<file path="src/rtl/hdl_pkg.sv">
// Shared definitions for the HDL_final pixel pipeline: DPi bit positions,
// pixel type, line-buffer FSM states and the default line length.
package hdl_pkg;

  localparam int DPI_VS_BIT      = 26;
  localparam int DPI_HS_BIT      = 25;
  localparam int DPI_DE_BIT      = 24;
  localparam int MAX_PIX_DEFAULT = 1920;

  typedef logic [23:0] pixel_t;

  typedef enum logic [1:0] {
    ST_WAIT_VS = 2'd0,
    ST_FIRST   = 2'd1,
    ST_RUN     = 2'd2
  } lbuf_state_t;

endpackage

</file>
<file path="src/rtl/line_buf_ctrl_if.sv">
// Port set of one MEM2048X24 line-buffer macro; the controller is the master.
interface line_buf_ctrl_if #(
  parameter int ADDR_W = 11,
  parameter int DATA_W = 24
);

  logic              cs;
  logic              web;
  logic              re;
  logic [ADDR_W-1:0] w_addr;
  logic [ADDR_W-1:0] r_addr;
  logic [DATA_W-1:0] din;
  logic [DATA_W-1:0] dout;

  modport master (output cs, web, re, w_addr, r_addr, din, input dout);
  modport slave  (input cs, web, re, w_addr, r_addr, din, output dout);

endinterface

</file>
<file path="src/rtl/lbuf_bank_mux.sv">
// Steers the write request to bank i_wbank and the read request to the other
// bank; a bank with no request is parked with cs=0, web=1 and zeroed buses.
module lbuf_bank_mux #(
  parameter int ADDR_W = 11,
  parameter int DATA_W = 24
) (
  input  logic                   i_wbank,
  input  logic                   i_wr_req,
  input  logic                   i_rd_req,
  input  logic [ADDR_W-1:0]      i_addr,
  input  logic [DATA_W-1:0]      i_din,
  output logic [1:0]             o_cs,
  output logic [1:0]             o_web,
  output logic [1:0]             o_re,
  output logic [1:0][ADDR_W-1:0] o_w_addr,
  output logic [1:0][ADDR_W-1:0] o_r_addr,
  output logic [1:0][DATA_W-1:0] o_din
);

  genvar gi;
  generate
    for (gi = 0; gi < 2; gi++) begin : g_bank
      logic w_wr_sel;
      logic w_rd_sel;

      assign w_wr_sel     = i_wr_req && (i_wbank == 1'(gi));
      assign w_rd_sel     = i_rd_req && (i_wbank != 1'(gi));
      assign o_cs[gi]     = w_wr_sel || w_rd_sel;
      assign o_web[gi]    = ~w_wr_sel;
      assign o_re[gi]     = w_rd_sel;
      assign o_w_addr[gi] = w_wr_sel ? i_addr : '0;
      assign o_r_addr[gi] = w_rd_sel ? i_addr : '0;
      assign o_din[gi]    = w_wr_sel ? i_din  : '0;
    end
  endgenerate

endmodule

</file>
<file path="src/rtl/line_buf_ctrl.sv">
// Ping-pong line-buffer controller: writes the current line to one macro while
// reading the line above from the other. LBUF_LINE_CHECK_EN adds line_err.
module line_buf_ctrl
  import hdl_pkg::*;
#(
  parameter int ADDR_W  = 11,
  parameter int DATA_W  = 24,
  parameter int MAX_PIX = MAX_PIX_DEFAULT
) (
  input  logic              clk,
  input  logic              rst_n,
  input  logic              en,
  input  logic              dpi_vs,
  input  logic              dpi_hs,
  input  logic              dpi_de,
  input  logic [DATA_W-1:0] dpi_rgb,
  line_buf_ctrl_if.master   mem0,
  line_buf_ctrl_if.master   mem1,
  output logic              out_vs,
  output logic              out_hs,
  output logic              out_de,
  output logic [DATA_W-1:0] cur_rgb,
  output logic [DATA_W-1:0] prev_rgb,
  output logic              prev_valid,
  output logic [ADDR_W-1:0] h_pos,
  output logic [ADDR_W-1:0] v_pos,
  output logic              active
`ifdef LBUF_LINE_CHECK_EN
  ,
  output logic              line_err
`endif
);

  localparam logic [ADDR_W:0] C_MAX = (ADDR_W+1)'(MAX_PIX);

  lbuf_state_t       r_state, w_state_next;
  logic              r_vs_d, r_hs_d, r_de_d;
  logic              r_wbank, r_rbank, r_active, r_prev_valid;
  logic [ADDR_W:0]   r_h_cnt;
  logic [ADDR_W-1:0] r_v_cnt, r_h_pos, r_v_pos;
  logic [DATA_W-1:0] r_rgb;

  logic w_vs_rise, w_de_fall, w_wr_req, w_rd_req;

  assign w_vs_rise = dpi_vs && !r_vs_d;
  assign w_de_fall = !dpi_de && r_de_d;
  // A vsync edge swallows any pixel presented in the same cycle.
  assign w_wr_req  = dpi_de && !w_vs_rise && r_active && (r_h_cnt < C_MAX);
  assign w_rd_req  = w_wr_req && (r_state == ST_RUN);

  always_comb begin
    w_state_next = r_state;
    if (w_vs_rise)
      w_state_next = ST_FIRST;
    else if (r_state == ST_FIRST && w_de_fall)
      w_state_next = ST_RUN;
  end

  always_ff @(posedge clk or negedge rst_n) begin
    if (!rst_n) begin
      r_state      <= ST_WAIT_VS;
      r_vs_d       <= 1'b0;
      r_hs_d       <= 1'b0;
      r_de_d       <= 1'b0;
      r_rgb        <= '0;
      r_prev_valid <= 1'b0;
      r_rbank      <= 1'b0;
      r_h_pos      <= '0;
      r_v_pos      <= '0;
      r_h_cnt      <= '0;
      r_v_cnt      <= '0;
      r_wbank      <= 1'b0;
      r_active     <= 1'b0;
    end else begin
      r_state      <= w_state_next;
      r_vs_d       <= dpi_vs;
      r_hs_d       <= dpi_hs;
      r_de_d       <= dpi_de;
      r_rgb        <= dpi_rgb;
      r_prev_valid <= w_rd_req;
      r_rbank      <= ~r_wbank;
      r_h_pos      <= w_vs_rise ? '0 : r_h_cnt[ADDR_W-1:0];
      r_v_pos      <= w_vs_rise ? '0 : r_v_cnt;
      if (w_vs_rise) begin
        r_h_cnt  <= '0;
        r_v_cnt  <= '0;
        r_wbank  <= 1'b0;
        r_active <= en;
      end else if (w_de_fall) begin
        r_h_cnt  <= '0;
        r_v_cnt  <= r_v_cnt + ADDR_W'(1);
        r_wbank  <= ~r_wbank;
      end else if (dpi_de && r_h_cnt < C_MAX) begin
        r_h_cnt  <= r_h_cnt + (ADDR_W+1)'(1);
      end
    end
  end

  logic [1:0]             w_cs, w_web, w_re;
  logic [1:0][ADDR_W-1:0] w_w_addr, w_r_addr;
  logic [1:0][DATA_W-1:0] w_din;

  lbuf_bank_mux #(.ADDR_W(ADDR_W), .DATA_W(DATA_W)) u_bank_mux (
    .i_wbank  (r_wbank),
    .i_wr_req (w_wr_req),
    .i_rd_req (w_rd_req),
    .i_addr   (r_h_cnt[ADDR_W-1:0]),
    .i_din    (dpi_rgb),
    .o_cs     (w_cs),
    .o_web    (w_web),
    .o_re     (w_re),
    .o_w_addr (w_w_addr),
    .o_r_addr (w_r_addr),
    .o_din    (w_din)
  );

  assign mem0.cs     = w_cs[0];
  assign mem0.web    = w_web[0];
  assign mem0.re     = w_re[0];
  assign mem0.w_addr = w_w_addr[0];
  assign mem0.r_addr = w_r_addr[0];
  assign mem0.din    = w_din[0];
  assign mem1.cs     = w_cs[1];
  assign mem1.web    = w_web[1];
  assign mem1.re     = w_re[1];
  assign mem1.w_addr = w_w_addr[1];
  assign mem1.r_addr = w_r_addr[1];
  assign mem1.din    = w_din[1];

  // Macro read data arrives one cycle after re, in step with the registered pixel.
  assign prev_rgb   = !r_prev_valid ? '0 : (r_rbank ? mem1.dout : mem0.dout);
  assign prev_valid = r_prev_valid;
  assign out_vs     = r_vs_d;
  assign out_hs     = r_hs_d;
  assign out_de     = r_de_d;
  assign cur_rgb    = r_rgb;
  assign h_pos      = r_h_pos;
  assign v_pos      = r_v_pos;
  assign active     = r_active;

`ifdef LBUF_LINE_CHECK_EN
  logic            r_ovf, r_line_err;
  logic [ADDR_W:0] r_prev_len;

  always_ff @(posedge clk or negedge rst_n) begin
    if (!rst_n) begin
      r_ovf      <= 1'b0;
      r_line_err <= 1'b0;
      r_prev_len <= '0;
    end else begin
      r_line_err <= 1'b0;
      if (w_vs_rise) begin
        r_ovf <= 1'b0;
      end else if (w_de_fall) begin
        r_line_err <= r_ovf || (r_state == ST_RUN && r_h_cnt != r_prev_len);
        r_prev_len <= r_h_cnt;
        r_ovf      <= 1'b0;
      end else if (dpi_de && r_h_cnt == C_MAX) begin
        r_ovf <= 1'b1;
      end
    end
  end

  assign line_err = r_line_err;
`endif

endmodule
</file>
<file path="src/flat_wrapper.sv">
// flat-port wrapper written by rule: the top's interface ports become plain ports
module line_buf_ctrl_flat import hdl_pkg::*;
#(
  parameter int ADDR_W  = 11,
  parameter int DATA_W  = 24,
  parameter int MAX_PIX = MAX_PIX_DEFAULT
)
  (clk, rst_n, en, dpi_vs, dpi_hs, dpi_de, dpi_rgb, out_vs, out_hs, out_de, cur_rgb, prev_rgb, prev_valid, h_pos, v_pos, active, mem0_cs, mem0_web, mem0_re, mem0_w_addr, mem0_r_addr, mem0_din, mem0_dout, mem1_cs, mem1_web, mem1_re, mem1_w_addr, mem1_r_addr, mem1_din, mem1_dout);
  line_buf_ctrl_if #(.ADDR_W(ADDR_W), .DATA_W(DATA_W)) mem0_i ();
  line_buf_ctrl_if #(.ADDR_W(ADDR_W), .DATA_W(DATA_W)) mem1_i ();
  input  logic clk;
  input  logic rst_n;
  input  logic en;
  input  logic dpi_vs;
  input  logic dpi_hs;
  input  logic dpi_de;
  input  logic [DATA_W-1:0] dpi_rgb;
  output logic out_vs;
  output logic out_hs;
  output logic out_de;
  output logic [DATA_W-1:0] cur_rgb;
  output logic [DATA_W-1:0] prev_rgb;
  output logic prev_valid;
  output logic [ADDR_W-1:0] h_pos;
  output logic [ADDR_W-1:0] v_pos;
  output logic active;
  output wire logic [$bits(mem0_i.cs)-1:0] mem0_cs;
  output wire logic [$bits(mem0_i.web)-1:0] mem0_web;
  output wire logic [$bits(mem0_i.re)-1:0] mem0_re;
  output wire logic [$bits(mem0_i.w_addr)-1:0] mem0_w_addr;
  output wire logic [$bits(mem0_i.r_addr)-1:0] mem0_r_addr;
  output wire logic [$bits(mem0_i.din)-1:0] mem0_din;
  input wire logic [$bits(mem0_i.dout)-1:0] mem0_dout;
  output wire logic [$bits(mem1_i.cs)-1:0] mem1_cs;
  output wire logic [$bits(mem1_i.web)-1:0] mem1_web;
  output wire logic [$bits(mem1_i.re)-1:0] mem1_re;
  output wire logic [$bits(mem1_i.w_addr)-1:0] mem1_w_addr;
  output wire logic [$bits(mem1_i.r_addr)-1:0] mem1_r_addr;
  output wire logic [$bits(mem1_i.din)-1:0] mem1_din;
  input wire logic [$bits(mem1_i.dout)-1:0] mem1_dout;
  assign mem0_cs = mem0_i.cs;
  assign mem0_web = mem0_i.web;
  assign mem0_re = mem0_i.re;
  assign mem0_w_addr = mem0_i.w_addr;
  assign mem0_r_addr = mem0_i.r_addr;
  assign mem0_din = mem0_i.din;
  assign mem0_i.dout = mem0_dout;
  assign mem1_cs = mem1_i.cs;
  assign mem1_web = mem1_i.web;
  assign mem1_re = mem1_i.re;
  assign mem1_w_addr = mem1_i.w_addr;
  assign mem1_r_addr = mem1_i.r_addr;
  assign mem1_din = mem1_i.din;
  assign mem1_i.dout = mem1_dout;
  line_buf_ctrl #(.ADDR_W(ADDR_W), .DATA_W(DATA_W), .MAX_PIX(MAX_PIX)) u_core (.clk(clk), .rst_n(rst_n), .en(en), .dpi_vs(dpi_vs), .dpi_hs(dpi_hs), .dpi_de(dpi_de), .dpi_rgb(dpi_rgb), .mem0(mem0_i), .mem1(mem1_i), .out_vs(out_vs), .out_hs(out_hs), .out_de(out_de), .cur_rgb(cur_rgb), .prev_rgb(prev_rgb), .prev_valid(prev_valid), .h_pos(h_pos), .v_pos(v_pos), .active(active));
endmodule
</file>
<file path="config.mk">
export PLATFORM = sky130hd
export DESIGN_NAME = line_buf_ctrl_flat
export DESIGN_NICKNAME = d
export VERILOG_FILES = /design/src/rtl/hdl_pkg.sv /design/src/rtl/line_buf_ctrl_if.sv /design/src/rtl/lbuf_bank_mux.sv /design/src/rtl/line_buf_ctrl.sv /design/src/flat_wrapper.sv
export SDC_FILE = /design/constraint.sdc
export NUM_CORES = 1
export LEC_CHECK = 0
export CORE_MARGIN = 2
export CORE_UTILIZATION = 37
export CTS_CLUSTER_SIZE = 24
export DETAILED_ROUTE_END_ITERATION = 6
export PLACE_DENSITY = 0.79
export SYNTH_ARGS = -nofsm -noshare
export SYNTH_HDL_FRONTEND = slang
export SYNTH_SLANG_ARGS = --single-unit
</file>
<file path="constraint.sdc">
create_clock -name clk -period 2.38 [get_ports clk]
set_input_delay 0.714 -clock clk [delete_from_list [all_inputs] [get_ports clk]]
set_output_delay 0.714 -clock clk [all_outputs]
set_load 0.02 [all_outputs]
</file>
==> results_slide.txt, run 1 <==
Flow Results at a Glance

Outcome
  • Outcome: complete, but fails checks
  • Failing checks: setup timing

Power and ir drop
  • Reg power frac: 37.8%
  • Logic power comb: ~1.4 mW
  • Top Consumer: registers

Routing
  • Met2 wire length: 9.45 mm

Critical path
  • Buf/Inv on CP: 5
  • RR Startpoint: u_core.r_h_cnt[11]
  • Slowest cell delay on critical path: 0.40 ns

Synthesis
  • Post-synth ARST share: 100%
  • Synth Instances: 439
  • And-or/or-and share of the synthesized area: under 10%
  • Yosys adder share: 0.631%
  • Top cell area share: between 40% and 50%

Final layout
  • Flop area: 1960 um^2
  • Logic area: between 2000 and 2500 um^2
  • Area growth, synth to finish: 108%
  • Commonest non-fill, non-tap cells in the layout: clkdlybuf4s50_1 (124), buf_4 (93), dfrtp_1 (75)
  • Flop share of the area: roughly a quarter
  • Total Nets Final: 827
  • Clock Network Area Fraction: between 2 and 2.5%
  • Nonclk buf count: 333
  • Comb area share: between 30 and 40%
  • Layout cells sized above 1: between 40% and 50%

Placement
  • Worst slack, placed: -1.06 ns
  • Gp weighted congestion: 0.830
  • Detailed Place HPWL: about 12 mm

Global routing
  • Busiest grt layer: met2
  • Routing usage on met2: ~50%
  • GR Overflow Total: 0
  • Vias in the first global route: between 4000 and 5000

Job
  • Tool Warnings: 29

Floorplanning
  • Row cnt: 37
  • Die area: about 12000 um^2
  • Chip height: 108 um
  • Number of top-level pins: 251

Timing
  • Setup-failing EPs final: 98
  • Post-route setup slack: -0.348 ns
  • Final worst-path cycle share: 115%
  • Worst slew pin tran: between 0.5 and 0.6 ns

Hold path
  • Hold Crit Class: input pin to async pin

Clock tree
  • Worst-Skew Late Latency: around 0.37 ns
## run 1: cell usage after synthesis (2+ instances only)
cell	instances
a21oi_1	14
and2_1	8
buf_1	2
buf_2	4
buf_6	3
clkbuf_1	27
dfrtp_1	78
ha_1	2
inv_1	38
mux2_2	5
mux2i_1	27
nand2_1	23
nand2b_1	5
nand3_1	13
nand3b_1	2
nand4_1	3
nand4b_1	2
nor2_1	24
nor2b_1	27
nor3_1	97
nor4_1	5
o21ai_0	3
o21ai_1	3
o31ai_1	5
or3_1	3
or4_1	5
xnor2_1	3
## run 1: per-stage QoR
| step | total power [mW] | std cells |
|---|---|---|
| CTS | 3.75 | 882 |
| detailed placement | 2.51 | 837 |
| finish | 3.80 | 888 |
| floorplan | 1.97 | 439 |
| global placement | 2.48 | 837 |
| global route | 3.95 | 888 |
Figure 1. Routing congestion (run 1).
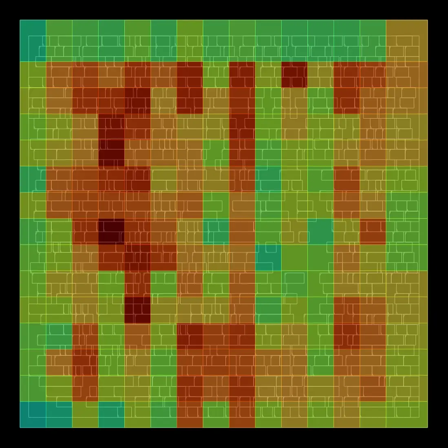
GRT Resource Usage Total: 29.2%
Final Util: 79.5%
met3 usage: 6.78%

Figure 2. Placement density heat map (run 1).
11 x 11 tiles, from white (low) to dark blue (high), 0 to 100% covered.
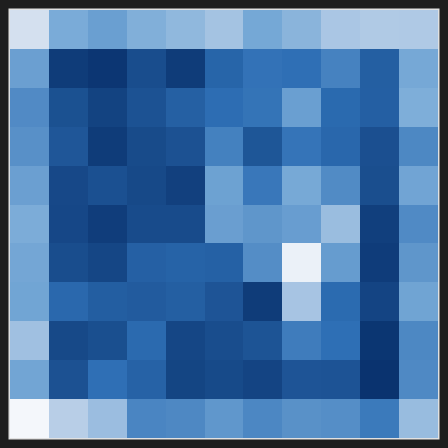
fullest tile: 99%
mean over tiles: 70%
tiles over 75% full: 49%
Core Region: 10400 um^2
fp_density: 38.3%

Figure 3. The metal 1 layer (run 1).
Supply wires on this layer in gray.
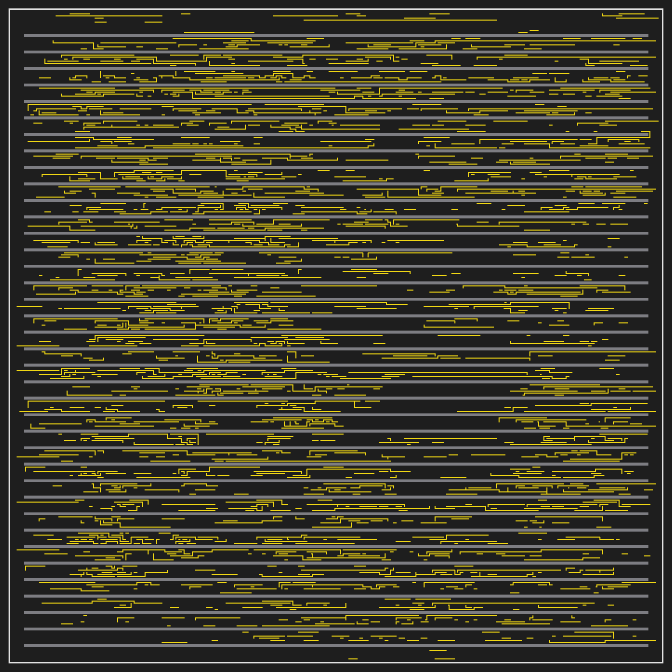
main direction: horizontal
share of all routed wire: 38%
longest straight run: 36.8 um
wire length on this layer: 6840 um
GRT met1 Usage: 35.4%
via count: 4758

## Run 2: what changed since run 1
--- a/config.mk
+++ b/config.mk
@@ -5,11 +5,14 @@
 export SDC_FILE = /design/constraint.sdc
 export NUM_CORES = 1
 export LEC_CHECK = 0
+export CAP_MARGIN = 15
 export CORE_MARGIN = 2
 export CORE_UTILIZATION = 37
+export CTS_CLUSTER_DIAMETER = 80
 export CTS_CLUSTER_SIZE = 24
 export DETAILED_ROUTE_END_ITERATION = 6
 export PLACE_DENSITY = 0.79
+export SETUP_SLACK_MARGIN = 0.15
 export SYNTH_ARGS = -nofsm -noshare
 export SYNTH_HDL_FRONTEND = slang
 export SYNTH_SLANG_ARGS = --single-unit
Figure 4. Routing congestion (run 2).
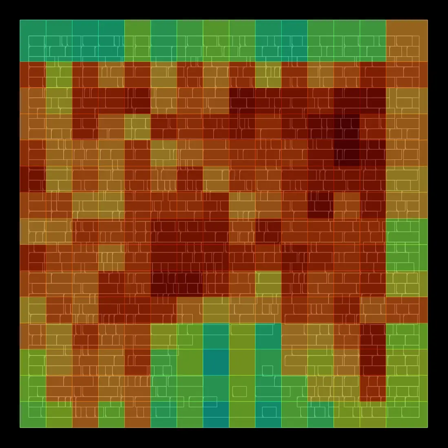
routing usage on met2: 57.7%
Final Util: 86.6%

==> results_slide.txt, run 2 <==
Flow Results at a Glance

Global routing
  • GRT met1 Usage: a little over a third
  • GR Overflow Total: 0
  • Vias in the first global route: 4975
  • Initial antenna violation count: 2
  • Met3 usage: between 8 and 9%
  • Busiest grt layer: met2
  • GRT Resource Usage Total: ~33%

Synthesis
  • Post-synth ARST share: 100%
  • Most frequent cell after synthesis: nor3_1
  • Synth Instances: around 440
  • Post-Syn Nets: approximately 520
  • Top cells by instance count after synthesis: nor3_1 (97), dfrtp_1 (78), inv_1 (38)
  • And-or/or-and share of the synthesized area: 4.00%
  • Post-synthesis cell type count: 35
  • Ranking of synthesized cells by area: dfrtp_1 (49%), nor3_1 (12%), mux2i_1 (6.8%), nor2b_1 (4.3%), inv_1 (3.6%)
  • Yosys adder share: 0.631%
  • Top cell area share: between 40% and 50%

Routing
  • Met2 wire length: ~12 mm
  • Antenna-violating nets left: 0
  • Top Metal Used: met4
  • Routed vias/inst: roughly 6
  • Met3 wire length: 2.39 mm
  • Pre-antenna DRT Iters: 5
  • Via count: between 5000 and 6000

Placement
  • Placed insts: 837
  • Gp weighted congestion: around 0.89
  • Worst slack, placed: -1.10 ns
  • Detailed Place HPWL: ~12 mm

Final layout
  • Most used logic cell in the final layout: buf_6
  • Area growth, synth to finish: 126%
  • Total Nets Final: just over 800
  • Final instance count without filler cells: 878
  • Number of flip-flops in the largest register: 24
  • Layout cells sized above 1: between 40% and 50%
  • Commonest non-fill, non-tap cells in the layout: buf_6 (98), nor3_4 (92), clkdlybuf4s50_1 (79)
  • Fillers: just over 400

Critical path
  • Worst reg-to-reg path cell count: 4
  • Critical path class: flip-flop to output pin
  • Crit path max fanout: 8
  • Cell repeated most along the worst path: buf_12
  • Slowest cell delay on critical path: ~0.41 ns
  • RR Startpoint: u_core.r_h_cnt[1]
  • CP Cell Sequence: nand4_1, nand4_4, buf_12, buf_16, buf_12, nor3_4, buf_6

Outcome
  • Outcome: complete, but fails checks
  • Failing checks: setup timing

Power and ir drop
  • Sw frac: ~37%
  • Reg power frac: 32.8%
  • Top Consumer: combinational cells
  • Internal power: ~2.8 mW
  • Logic power comb: roughly 1.7 mW
  • PnR Total Power: between 4 and 5 mW
  • Max rail drop VDD: 0.424 mV
  • Net Switching: 1.63 mW

Timing
  • Final worst-path cycle share: 118%
  • Final hold violation count: 0
  • Layout Skew: roughly 0.014 ns
  • Setup-failing EPs final: between 90 and 100
  • Post-route setup slack: -0.418 ns
  • Hold slack: ~0.35 ns
  • Post-layout min period: around 2.8 ns
  • Worst slew pin tran: between 0.5 and 0.6 ns

Floorplanning
  • Row cnt: 37
  • Die area: between 10000 and 15000 um^2
  • Chip height: approximately 110 um
  • Number of top-level pins: roughly 250
  • Fp_density: 38.3%
  • Core Region: approximately 10000 um^2

Clock tree
  • Worst-Skew Late Latency: approximately 0.36 ns
  • Clk buf depth: 2
  • CTS H-tree lvls: 3
  • Hold buffers post-CTS: 0
  • Post_cts resized: ~840

Hold path
  • Hold Crit Class: input pin to async pin

Job
  • Max_cap viols: 0
  • Tool Warnings: 29
run 2: cell count changes in the layout (fill, tap and decap cells not counted), sizes merged:
cell           before  now
dlymetal6s2s        1   21
bufinv              0    3
diode               0    3
clkbuf             16   10
clkdlybuf4s50     124   79
dlygate4sd2         0   25
clkdlybuf4s15       2    0
inv                45   42
buf               199  194
run 2: worst max-delay path, delay by kind of cell (launching register included):
family	cells	cell delay, ns
AND/OR/NAND/NOR	3	0.66
buffers and inverters	4	0.64
flip-flops	1	0.41
run 2: layout make-up:
type	instances	area (um^2)	area share (%)
Antenna cell	3	7.51	0.0836
Clock buffer	9	124	1.38
Clock inverter	7	128	1.42
Inverter	39	146	1.63
Multi-Input combinational cell	286	2890	32.2
Sequential cell	78	1950	21.8
Tap cell	136	170	1.89
Timing Repair Buffer	320	3560	39.6
Power is estimated from default activity; no workload was simulated.
